run_1/power_grid.png
Scale bar: 20 microns. Pins as bars on the die edge.
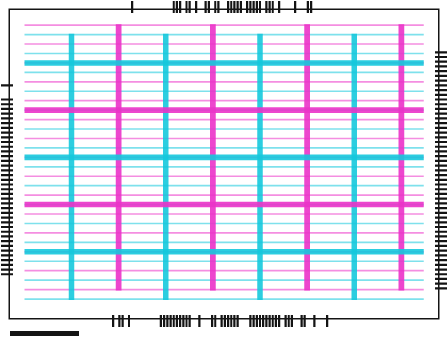
run_1/placement_by_type.png
Scale bar: 20 microns.
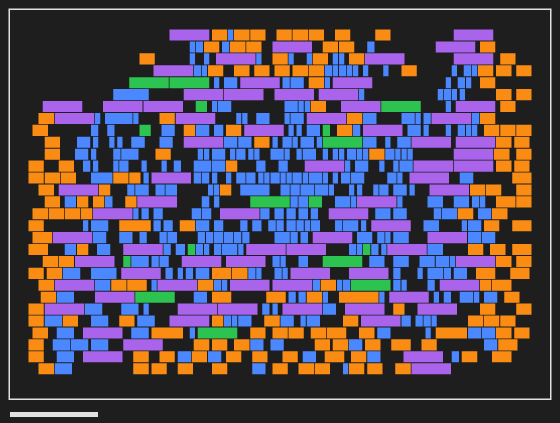
run_1/clk_routes.png
Scale bar: 20 microns.
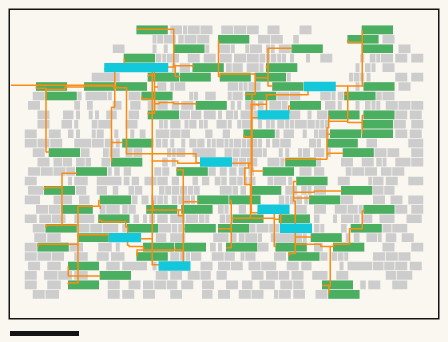
<file path="src/rtl/mem_access_pkg.sv">
// mem_access_pkg: shared size/state encodings and lane widths for the MEM-stage access unit
package mem_access_pkg;
  typedef enum logic [1:0] {SZ_BYTE = 2'b00, SZ_HALF = 2'b01, SZ_WORD = 2'b10, SZ_RSVD = 2'b11} size_e;
  typedef enum logic {ST_IDLE = 1'b0, ST_WRITE = 1'b1} state_e;
  localparam int BYTE_W = 8;
  localparam int HALF_W = 16;
  localparam int WORD_W = 32;
endpackage

</file>
<file path="src/rtl/mem_lane_align.sv">
// mem_lane_align: little-endian lane extract/extend for loads and lane merge for sub-word stores
module mem_lane_align
  import mem_access_pkg::*;
(
  input  logic [1:0]        size,
  input  logic              is_unsigned,
  input  logic [1:0]        offset,
  input  logic [WORD_W-1:0] word,
  input  logic [WORD_W-1:0] wdata,
  output logic [WORD_W-1:0] load_data,
  output logic [WORD_W-1:0] merge_data
);
  logic [BYTE_W-1:0] b;
  logic [HALF_W-1:0] h;
  logic [4:0]        sh;
  logic [WORD_W-1:0] mask;
  // halves use only offset[1]; the lane shift doubles as extract and merge position
  always_comb begin
    sh = (size == SZ_BYTE) ? {offset, 3'b000} : {offset[1], 4'b0000};
    b = BYTE_W'(word >> sh);
    h = HALF_W'(word >> sh);
    load_data = (size == SZ_BYTE) ? (is_unsigned ? WORD_W'(b) : {{(WORD_W-BYTE_W){b[BYTE_W-1]}}, b}) :
                (size == SZ_HALF) ? (is_unsigned ? WORD_W'(h) : {{(WORD_W-HALF_W){h[HALF_W-1]}}, h}) : word;
    mask = ((size == SZ_BYTE) ? 32'h0000_00FF : 32'h0000_FFFF) << sh;
    merge_data = (word & ~mask) | ((wdata << sh) & mask);
  end
endmodule

</file>
<file path="src/rtl/mem_access_unit.sv">
// mem_access_unit: MEM-stage RAM initiator; loads, word stores, read-merge-write sub-word stores (optional stats via MEM_ACCESS_STATS_EN)
module mem_access_unit
  import mem_access_pkg::*;
#(
  parameter int ADDR_WIDTH = 8
) (
  input  logic                  i_clk,
  input  logic                  i_rst,
  input  logic                  i_req,
  output logic                  o_ready,
  input  logic                  i_we,
  input  logic [1:0]            i_size,
  input  logic                  i_unsigned,
  input  logic [ADDR_WIDTH+1:0] i_addr,
  input  logic [31:0]           i_wdata,
  output logic [31:0]           o_rdata,
  output logic                  o_rvalid,
  output logic                  o_wdone,
  output logic                  o_err,
  output logic [ADDR_WIDTH-1:0] o_ram_addr,
  output logic [31:0]           o_ram_data,
  output logic                  o_ram_we,
  input  logic [31:0]           i_ram_data
`ifdef MEM_ACCESS_STATS_EN
  ,
  output logic [31:0]           o_load_cnt,
  output logic [31:0]           o_store_cnt,
  output logic [31:0]           o_err_cnt
`endif
);
  state_e                state, state_nx;
  logic [ADDR_WIDTH-1:0] r_addr;
  logic [31:0]           r_merge, r_rdata, load_data, merge_data;
  logic                  r_rvalid, r_wdone, r_err;
  logic                  accept, bad, do_load, do_sw, do_sub;

  mem_lane_align u_align (
    .size        (i_size),
    .is_unsigned (i_unsigned),
    .offset      (i_addr[1:0]),
    .word        (i_ram_data),
    .wdata       (i_wdata),
    .load_data   (load_data),
    .merge_data  (merge_data)
  );

  // decode the accepted request, next state and the RAM-side drive
  always_comb begin
    accept = i_req && (state == ST_IDLE);
    bad = (i_size == SZ_RSVD) || ((i_size == SZ_HALF) && i_addr[0]) ||
          ((i_size == SZ_WORD) && (i_addr[1:0] != 2'b00));
    do_load = accept && !bad && !i_we;
    do_sw = accept && !bad && i_we && (i_size == SZ_WORD);
    do_sub = accept && !bad && i_we && (i_size != SZ_WORD);
    state_nx = do_sub ? ST_WRITE : ST_IDLE;
    o_ready = (state == ST_IDLE);
    o_ram_we = do_sw || (state == ST_WRITE);
    o_ram_addr = (state == ST_IDLE) ? i_addr[ADDR_WIDTH+1:2] : r_addr;
    o_ram_data = (state == ST_WRITE) ? r_merge : do_sw ? i_wdata : '0;
  end

  // state register; reset aborts a pending merge write immediately
  always_ff @(posedge i_clk or posedge i_rst)
    if (i_rst) state <= ST_IDLE;
    else state <= state_nx;

  // registered load data, merge word/address capture and one-cycle status pulses
  always_ff @(posedge i_clk or posedge i_rst)
    if (i_rst) begin
      r_addr <= '0;
      r_merge <= '0;
      r_rdata <= '0;
      r_rvalid <= 1'b0;
      r_wdone <= 1'b0;
      r_err <= 1'b0;
    end else begin
      r_rvalid <= do_load;
      r_wdone <= do_sw || (state == ST_WRITE);
      r_err <= accept && bad;
      if (do_load) r_rdata <= load_data;
      if (do_sub) begin
        r_merge <= merge_data;
        r_addr <= i_addr[ADDR_WIDTH+1:2];
      end
    end

  assign o_rdata = r_rdata;
  assign o_rvalid = r_rvalid;
  assign o_wdone = r_wdone;
  assign o_err = r_err;

`ifdef MEM_ACCESS_STATS_EN
  logic [31:0] load_cnt, store_cnt, err_cnt;
  // saturating event counters: loads at accept, stores at commit, errors at the drop pulse
  always_ff @(posedge i_clk or posedge i_rst)
    if (i_rst) begin
      load_cnt <= '0;
      store_cnt <= '0;
      err_cnt <= '0;
    end else begin
      if (do_load && (load_cnt != '1)) load_cnt <= load_cnt + 32'd1;
      if (r_wdone && (store_cnt != '1)) store_cnt <= store_cnt + 32'd1;
      if (r_err && (err_cnt != '1)) err_cnt <= err_cnt + 32'd1;
    end
  assign o_load_cnt = load_cnt;
  assign o_store_cnt = store_cnt;
  assign o_err_cnt = err_cnt;
`endif
endmodule

</file>
<file path="config.mk">
export PLATFORM = sky130hd
export DESIGN_NAME = mem_access_unit
export DESIGN_NICKNAME = d
export VERILOG_FILES = /design/src/rtl/mem_access_pkg.sv /design/src/rtl/mem_lane_align.sv /design/src/rtl/mem_access_unit.sv
export SDC_FILE = /design/constraint.sdc
export NUM_CORES = 1
export LEC_CHECK = 0
export CORE_ASPECT_RATIO = 0.7
export CORE_MARGIN = 4
export CORE_UTILIZATION = 45
export DETAILED_ROUTE_END_ITERATION = 6
export PLACE_DENSITY = 0.84
export SYNTH_ARGS = -nofsm -noshare
export SYNTH_HDL_FRONTEND = slang
export SYNTH_SLANG_ARGS = --single-unit
</file>
<file path="constraint.sdc">
create_clock -name i_clk -period 3.38 [get_ports i_clk]
set_input_delay 0.676 -clock i_clk [delete_from_list [all_inputs] [get_ports i_clk]]
set_output_delay 0.676 -clock i_clk [all_outputs]
set_load 0.01 [all_outputs]
</file>
==> impl_metrics.tcl, run 1 <==
# collected from the flow reports
set metrics [dict create \
    status "complete, no violations" \
    synth_cell_types 36 \
    core_region_area_sq_mm 0.00907 \
    drt-pass1-iter-count 5 \
    p_leak_nw 2.95 \
    synth_area_sq_mm 0.00418 \
    warnings 26 \
    fill_cells 680 \
    powerDensity_mw_per_mm2 466 \
    clockBufferDepth 2 \
    final_area_sq_mm 0.00624 \
    drive_gt1_share_pct 10.5 \
    area_growth_pct 49.0 \
    cts_tree "yes" \
    wl_met2_microns 6900 \
    tns_ps 0 \
    postRouteAntennaNets 0 \
    path_max_fanout 15 \
    vias 4315 \
    insertion_delay_ps 340 \
    syn_inst 455 \
    ir_drop_mv 0.279 \
    grt_pass1_wl_microns 23000 \
    period_used_pct 99.0 \
    vias_per_cell 5.90 \
    clkTransAtPathRegs_ps 60 \
    routed_wirelength_microns 14800 \
    final_cell_mix "139 x clkdlybuf4s50_1, 94 x nand2_1, 76 x dfrtp_1, 49 x o21ai_0, 39 x a22o_1" \
    rsz0062_at_grt "no" \
    drt_iter0_drc 477 \
    root_buffer "clkbuf_16" \
]
Notes on power_grid.png above:
- VSS: cyan
- VDD: magenta
- signal pins: 158
- rows: 29
- met1 rails: 30
- met5 straps: 5
- met4 straps: 8

Notes on placement_by_type.png above:
- combinational and other logic: blue (cells 341)
- clock drivers and dummy loads: green (cells 16)
- flops: purple (cells 76)
- other buffers and delay cells: orange (cells 174)

Notes on clk_routes.png above:
- clock wires: orange (length 961 microns)
- clock drivers: cyan (count 9)
- flip-flops: green (count 76)
- routed clock nets: 10

run 1: worst paths after layout:
check / startpoint / to / cells after the start
max: i_addr[1] / o_ram_data[8] / 6
min: r_merge[8] / r_merge[8] / 2
max reg2reg: state / o_rdata[20] / 7
min reg2reg: r_merge[8] / r_merge[8] / 2
max in group asynchronous: i_rst / o_rdata[28] / 3
min in group asynchronous: i_rst / r_merge[19] / 2
run 1: layout make-up:
cell class | count | area (sq um) | share of cell area [%]
multi-input cells | 329 | 2060 | 33.1
inverters | 12 | 46.3 | 0.742
repair buffers | 174 | 1800 | 28.9
flip-flops and latches | 76 | 1900 | 30.5
well taps | 124 | 155 | 2.49
clock buffers | 9 | 225 | 3.61
clock inverters | 7 | 43.8 | 0.702
run 1: routing by layer:
layer / GRT usage, % / vias up
met1: 35.3 / 2080
met2: 44.3 / 268
li1: - / 1931
met5: 0 / -
met4: 8.14 / 0
met3: 8.75 / 36
run 1: critical path, cell delays in order:
cell and delay [ps]:
clkdlybuf4s50_1 440, nor3_1 330, and4bb_4 360, buf_12 170
a22o_1 130, clkdlybuf4s50_1 550
run 1: Yosys cell counts (all sizes together), types with 14 or more instances:
cell type,number,area [sq um]
a21oi,17,85.1
a22o,39,342
nor2,21,81.3
buf,15,96.3
nand2,95,359
mux2,18,203
o22ai,16,100
mux2i,17,183
dfrtp,76,1900
clkbuf,23,87.6
o21ai,51,263
a32oi,14,123
run 1: power by group:
part / switching, mW / total, mW / internal (mW)
combinational: 0.365 / 0.809 / 0.443
sequential: 0.119 / 1.22 / 1.10
clock: 0.384 / 0.876 / 0.492
total: 0.868 / 2.90 / 2.04
run 1: flip-flops by register name, indices dropped and copies added, names as in the netlist:
name,flops
o_rdata,32
state,1
o_err,1
r_addr,8
o_wdone,1
o_rvalid,1
r_merge,32
run 1: logic make-up (layout without fill, tap and decap cells):
| logic type | count (synthesis) | after routing | synth area share [%] |
|---|---|---|---|
| buf+inv | 50 | 202 | 5.47 |
| flops | 76 | 76 | 45.5 |
| mux | 35 | 35 | 9.21 |
| simple gates | 139 | 139 | 14.5 |
| compound gates | 155 | 155 | 25.3 |
run 1: what timing repair did:
item                                    in CTS  in global routing
endpoints found under the setup margin       2                 33
pin swaps                                    0                  1
gates resized                                1                 20
cloned                                       0                  1
setup buffers                                0                  3
run 1: per-stage QoR:
| stage | total power, mW | util (%) |
|---|---|---|
| global placement | 2.00 | 64.6 |
| floorplan | 1.57 | - |
| global route | 3.05 | 68.7 |
| CTS | 2.91 | 67.6 |
| finish | 2.90 | 68.7 |
| detailed placement | 2.04 | 64.6 |
run_1/wires.png
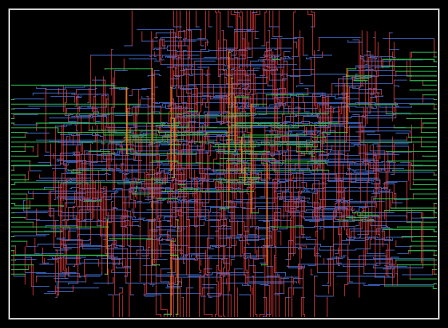

==> inputs of run 2 (changes only) <==
--- a/config.mk
+++ b/config.mk
@@ -6,7 +6,7 @@
 export NUM_CORES = 1
 export LEC_CHECK = 0
 export CORE_ASPECT_RATIO = 0.7
-export CORE_MARGIN = 4
+export CORE_MARGIN = 2
 export CORE_UTILIZATION = 45
 export DETAILED_ROUTE_END_ITERATION = 6
 export PLACE_DENSITY = 0.84
run_2/wires.png
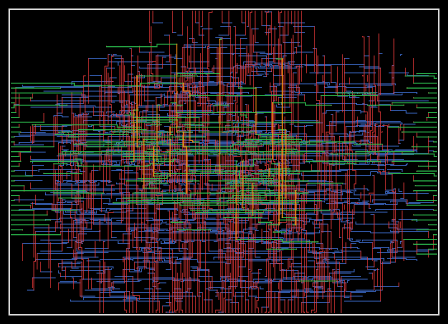
- metal 2: red (wire length 6810 microns)
- metal 4: orange (wire length 345 microns)
- metal 1: blue (wire length 5930 microns)
- metal 3: green (wire length 1990 microns)

run_2/placement_by_type.png
Scale bar: 20 microns.
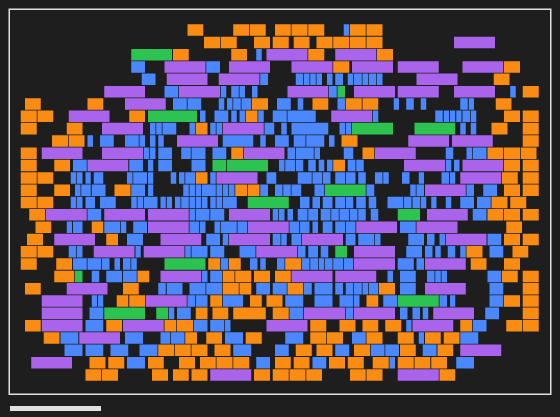
- other buffers and delay cells: orange (cells 181)
- clock drivers and dummy loads: green (cells 16)
- combinational and other logic: blue (cells 341)
- flops: purple (cells 76)

run_2/power_grid.png
Scale bar: 20 microns. Pins as bars on the die edge.
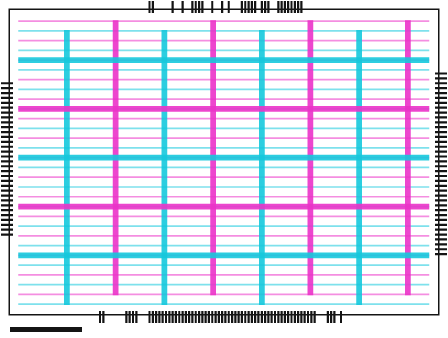
- VDD: magenta
- VSS: cyan
- met5 straps: 5
- rows: 29
- signal pins: 158

==> impl_metrics.tcl, run 2 <==
# collected from the flow reports
set metrics [dict create \
    status "complete, no violations" \
    cp-startpoint "i_req" \
    largest_area_cell "dfrtp_1" \
    path_cells "clkdlybuf4s50_1 -> nor2b_2 -> nand2_1 -> and4bb_2 -> buf_12 -> a22o_1 -> clkdlybuf4s50_1" \
    root_buffer "clkbuf_16" \
    drive_gt1_share_pct 11.7 \
    drt-pass1-iter-count 7 \
    topCellsByArea "dfrtp_1 45%, nand2_1 8.4%, a22o_1 8.2%, o21ai_0 5.9%, mux2_2 4.8%" \
    syn_inst 455 \
    final_cell_mix "156 x clkdlybuf4s50_1, 94 x nand2_1, 76 x dfrtp_1, 49 x o21ai_0, 39 x a22o_1" \
    combGateArea_sq_mm 0.00206 \
    grt_pass1_wl_microns 23000 \
    most_common_cell "nand2_1" \
    core_region_area_sq_mm 0.00903 \
    p_total_mw 3.04 \
    final_area_sq_mm 0.00623 \
    clockBufferDepth 2 \
    synth_area_sq_mm 0.00418 \
    synth_cell_types 36 \
    crit-reg2reg-launch "state" \
    critPathMaxStageDelay_ps 550 \
    path_max_fanout 25 \
    cp_top_family "buffers and inverters" \
    insertion_delay_ps 340 \
    fill_cells 659 \
    cp_slowest_cell "clkdlybuf4s50_1" \
    ir_drop_mv 0.318 \
    warnings 26 \
    routed_wirelength_microns 15100 \
    holdCritStartpoint "r_merge[16]" \
    clkTransAtPathRegs_ps 60 \
    tns_ps 0 \
    yosysTopAreaCellShare_pct 45.5 \
    drt_iter0_drc 577 \
    period_used_pct 97.7 \
]
[run 2: cell counts after synthesis]
No cell type changed its count.
[run 2: cell families after synthesis]
| family | synth area share [%] |
|---|---|
| buffers and inverters | 5.47 |
| and+or+nand+nor | 14.5 |
| AOI/OAI and AO/OA | 25.3 |
| DFF | 45.5 |
| muxes | 9.21 |
[run 2: final timing paths]
kind	to	slack, ps	cells past startpoint
max	o_ram_data[8]	80	7
min	r_merge[16]	480	2
max reg2reg	o_rdata[20]	1380	7
max in group asynchronous	r_merge[7]	1850	3
min in group asynchronous	o_rdata[28]	690	2
min reg2reg	r_merge[16]	480	2
[run 2: stage by stage]
stage | hold WS (ps) | utilization (%) | worst slack [ps]
after global placement | 467 | 65.5 | 133
after detailed placement | 473 | 65.5 | 61.0
final | 484 | 69.0 | 77.7
after floorplan | 450 | - | 766
after CTS | 489 | 68.9 | 44.4
after global routing | 508 | 69.0 | 0.457
[run 2: cell type report]
class	count	area share, %
multi-input cells	329	33.1
clock inverters	6	1.02
well taps	124	2.49
flip-flops and latches	76	30.5
inverters	12	0.723
repair buffers	181	28.3
clock buffers	10	3.83
[run 2: what timing repair did]
| item | in CTS | in global routing |
|---|---|---|
| endpoints found under the setup margin | 0 | 32 |
| resized | 0 | 3 |
| buffers inserted | 0 | 0 |
[run 2: worst register-to-register path, stage by stage (launching register included)]
cell	delay (ps)
dfrtp_1	410
buf_4	280
nor3b_1	300
o21ai_2	110
inv_1	290
buf_4	330
nor2_1	70
a21oi_1	130
[run 2: report_power, final]
part / switching, mW / internal (mW) / leakage, nW
Combinational: 0.378 / 0.448 / 1.60
Sequential: 0.124 / 1.10 / 0.919
Clock: 0.398 / 0.590 / 0.144
[run 2: routing by layer]
metal / up-vias / track usage (%) / part of all wire [%]
met2: 317 / 45.1 / 45
li1: 1947 / - / -
met5: - / 0 / 0
met1: 2100 / 40.4 / 39
met4: 0 / 9.74 / 2.3
met3: 46 / 10.6 / 13
run_2/clk_routes.png
Scale bar: 20 microns.
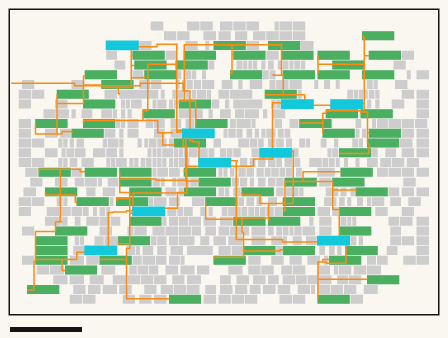

==> inputs of run 3 (changes only) <==
--- a/config.mk
+++ b/config.mk
@@ -7,9 +7,11 @@
 export LEC_CHECK = 0
 export CORE_ASPECT_RATIO = 0.7
 export CORE_MARGIN = 2
-export CORE_UTILIZATION = 45
+export CORE_UTILIZATION = 46
+export CTS_CLUSTER_DIAMETER = 60
 export DETAILED_ROUTE_END_ITERATION = 6
-export PLACE_DENSITY = 0.84
+export GPL_ROUTABILITY_DRIVEN = 0
+export PLACE_DENSITY = 0.86
 export SYNTH_ARGS = -nofsm -noshare
 export SYNTH_HDL_FRONTEND = slang
 export SYNTH_SLANG_ARGS = --single-unit
==> constraint.sdc (replaced) <==
create_clock -name i_clk -period 4.2 [get_ports i_clk]
set_input_delay 0.84 -clock i_clk [delete_from_list [all_inputs] [get_ports i_clk]]
set_output_delay 0.84 -clock i_clk [all_outputs]
set_load 0.01 [all_outputs]
run_3/clk_routes.png
Scale bar: 20 microns.
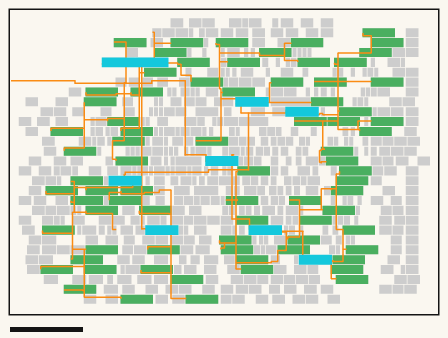
- clock wires: orange (length 953 microns)
- clock drivers: cyan (count 9)
- flip-flops: green (count 76)
- routed clock nets: 10
- flops lie: all over the die

run_3/wires.png
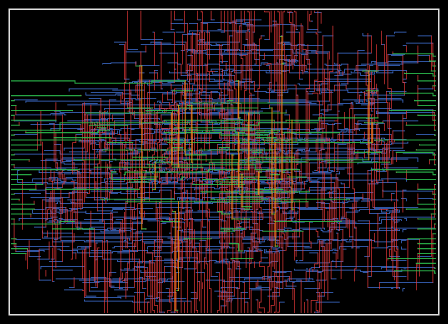
- metal 4: orange (wire length 396 microns)
- metal 1: blue (wire length 5830 microns)
- metal 2: red (wire length 6500 microns)
- metal 3: green (wire length 1660 microns)

==> impl_metrics.tcl, run 3 <==
# collected from the flow reports
set metrics [dict create \
    topCellsByArea "dfrtp_1 45%, nand2_1 8.4%, a22o_1 8.2%, o21ai_0 5.9%, mux2_2 4.8%" \
    drcViolationCount 26 \
    yosysTopAreaCellShare_pct 45.5 \
    path_max_fanout 33 \
    warnings 26 \
    drt_iter0_drc 569 \
    clockBufferDepth 2 \
    drt-pass1-iter-count 7 \
    highest_layer "met4" \
    vias 4257 \
    drive_gt1_share_pct 9.00 \
    end_kind "output pin" \
    cp-startpoint "i_req" \
    tns_ps 0 \
    ctsResizeCount 0 \
    status "complete, but fails checks" \
    grt_pass1_wl_microns 22200 \
    most_common_cell "nand2_1" \
    root_buffer "clkbuf_16" \
    cts_setup_buffers 0 \
    syn_inst 455 \
    area_growth_pct 46.0 \
    cp_slowest_cell "clkdlybuf4s50_1" \
    period_used_pct 88.7 \
    synth-edff-count 0 \
    r2r-end "o_rdata[27]" \
    crit-reg2reg-launch "state" \
    largest_area_cell "dfrtp_1" \
    r2r_slack_ps 1930 \
    final_cell_mix "157 x clkdlybuf4s50_1, 94 x nand2_1, 76 x dfrtp_1, 49 x o21ai_0, 39 x a22o_1" \
    yosys_warnings 0 \
    wl_met3_microns 1660 \
    combGateArea_sq_mm 0.00205 \
    synth_cell_types 36 \
    insertion_delay_ps 340 \
    wl_met2_microns 6500 \
    p_total_mw 2.41 \
    wl_met1_microns 5830 \
    critPathMaxStageDelay_ps 540 \
    core_region_area_sq_mm 0.00896 \
    ir_drop_mv 0.227 \
    synth_area_sq_mm 0.00418 \
    violations "DRC" \
    worst-r2r-cell-count 7 \
    cp-endpoint "o_ram_data[19]" \
    fill_cells 696 \
    routed_wirelength_microns 14400 \
    io-pin-count 158 \
]
run_3/power_grid.png
Scale bar: 20 microns. Pins as bars on the die edge.
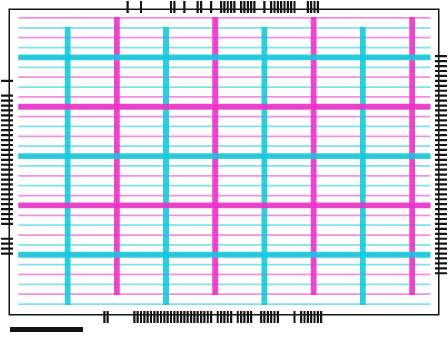
- VDD: magenta
- VSS: cyan
- rows: 29
- signal pins: 158
- met1 rails: 30
- met4 straps: 8
- met5 straps: 5

==> run 3: cell types whose count changed in the layout (fill, tap and decap cells not counted) <==
cell             change
clkbuf_1             +2
clkdlybuf4s50_1      +1
buf_4               -14
clkinv_2             -2
nor2b_1              +1
nor3_1               +1
clkinv_4             +1
nor3_2               -1
clkbuf_8             -1
nor2b_2              -1
dlymetal6s2s_1       -1
==> run 3: how the worst min path moves through the flow <==
stage | startpoint | to | slack (ps) | cells after the start
2_1_floorplan | r_merge[0] | r_merge[0] | 450 | 2
3_3_place_gp | r_merge[0] | r_merge[0] | 460 | 2
3_5_place_dp | r_merge[26] | r_merge[26] | 480 | 2
4_1_cts | r_merge[11] | r_merge[11] | 500 | 2
5_1_grt | r_addr[3] | r_addr[3] | 520 | 1
6_report | r_merge[11] | r_merge[11] | 490 | 2
==> run 3: worst max-delay path, delay by kind of cell <==
family | cells | cell delay, ps
buf+inv | 3 | 1200
simple gates | 3 | 660
compound gates | 1 | 160
==> run 3: kinds of logic after synthesis <==
family                 after synthesis  share of synthesized area [%]
AOI/OAI and AO/OA                  155                           25.3
buffers and inverters               50                           5.47
muxes                               35                           9.21
DFF                                 76                           45.5
and+or+nand+nor                    139                           14.5
==> run 3: per-stage QoR <==
step / instances / util [%] / setup WS, ps / instance area [sq um] / hold WS (ps)
after detailed placement: 708 / 64.9 / 466 / 5810 / 478
final: 724 / 68.2 / 476 / 6110 / 493
after CTS: 724 / 68.2 / 469 / 6110 / 499
after global placement: 708 / 64.9 / 550 / 5810 / 465
after global routing: 724 / 68.2 / 342 / 6110 / 520
after floorplan: 455 / - / 1340 / 4180 / 450
==> run 3: per-layer routing <==
layer,up-vias,GRT usage (%)
li1,1923,-
met2,267,44.6
met5,-,0
met3,44,8.81
met4,0,10.1
met1,2023,38.6
==> run 3: area by class of cell <==
type,count,area share (%)
flip-flops and latches,76,31.1
multi-input cells,329,33.6
clock buffers,11,3.81
clock inverters,5,1.02
well taps,124,2.54
inverters,12,0.737
repair buffers,167,27.2
==> run 3: where the power goes <==
group	internal (mW)	switching [mW]
clock	0.462	0.309
sequential	0.886	0.0979
combinational	0.353	0.298
Power and IR drop assume default switching activity.
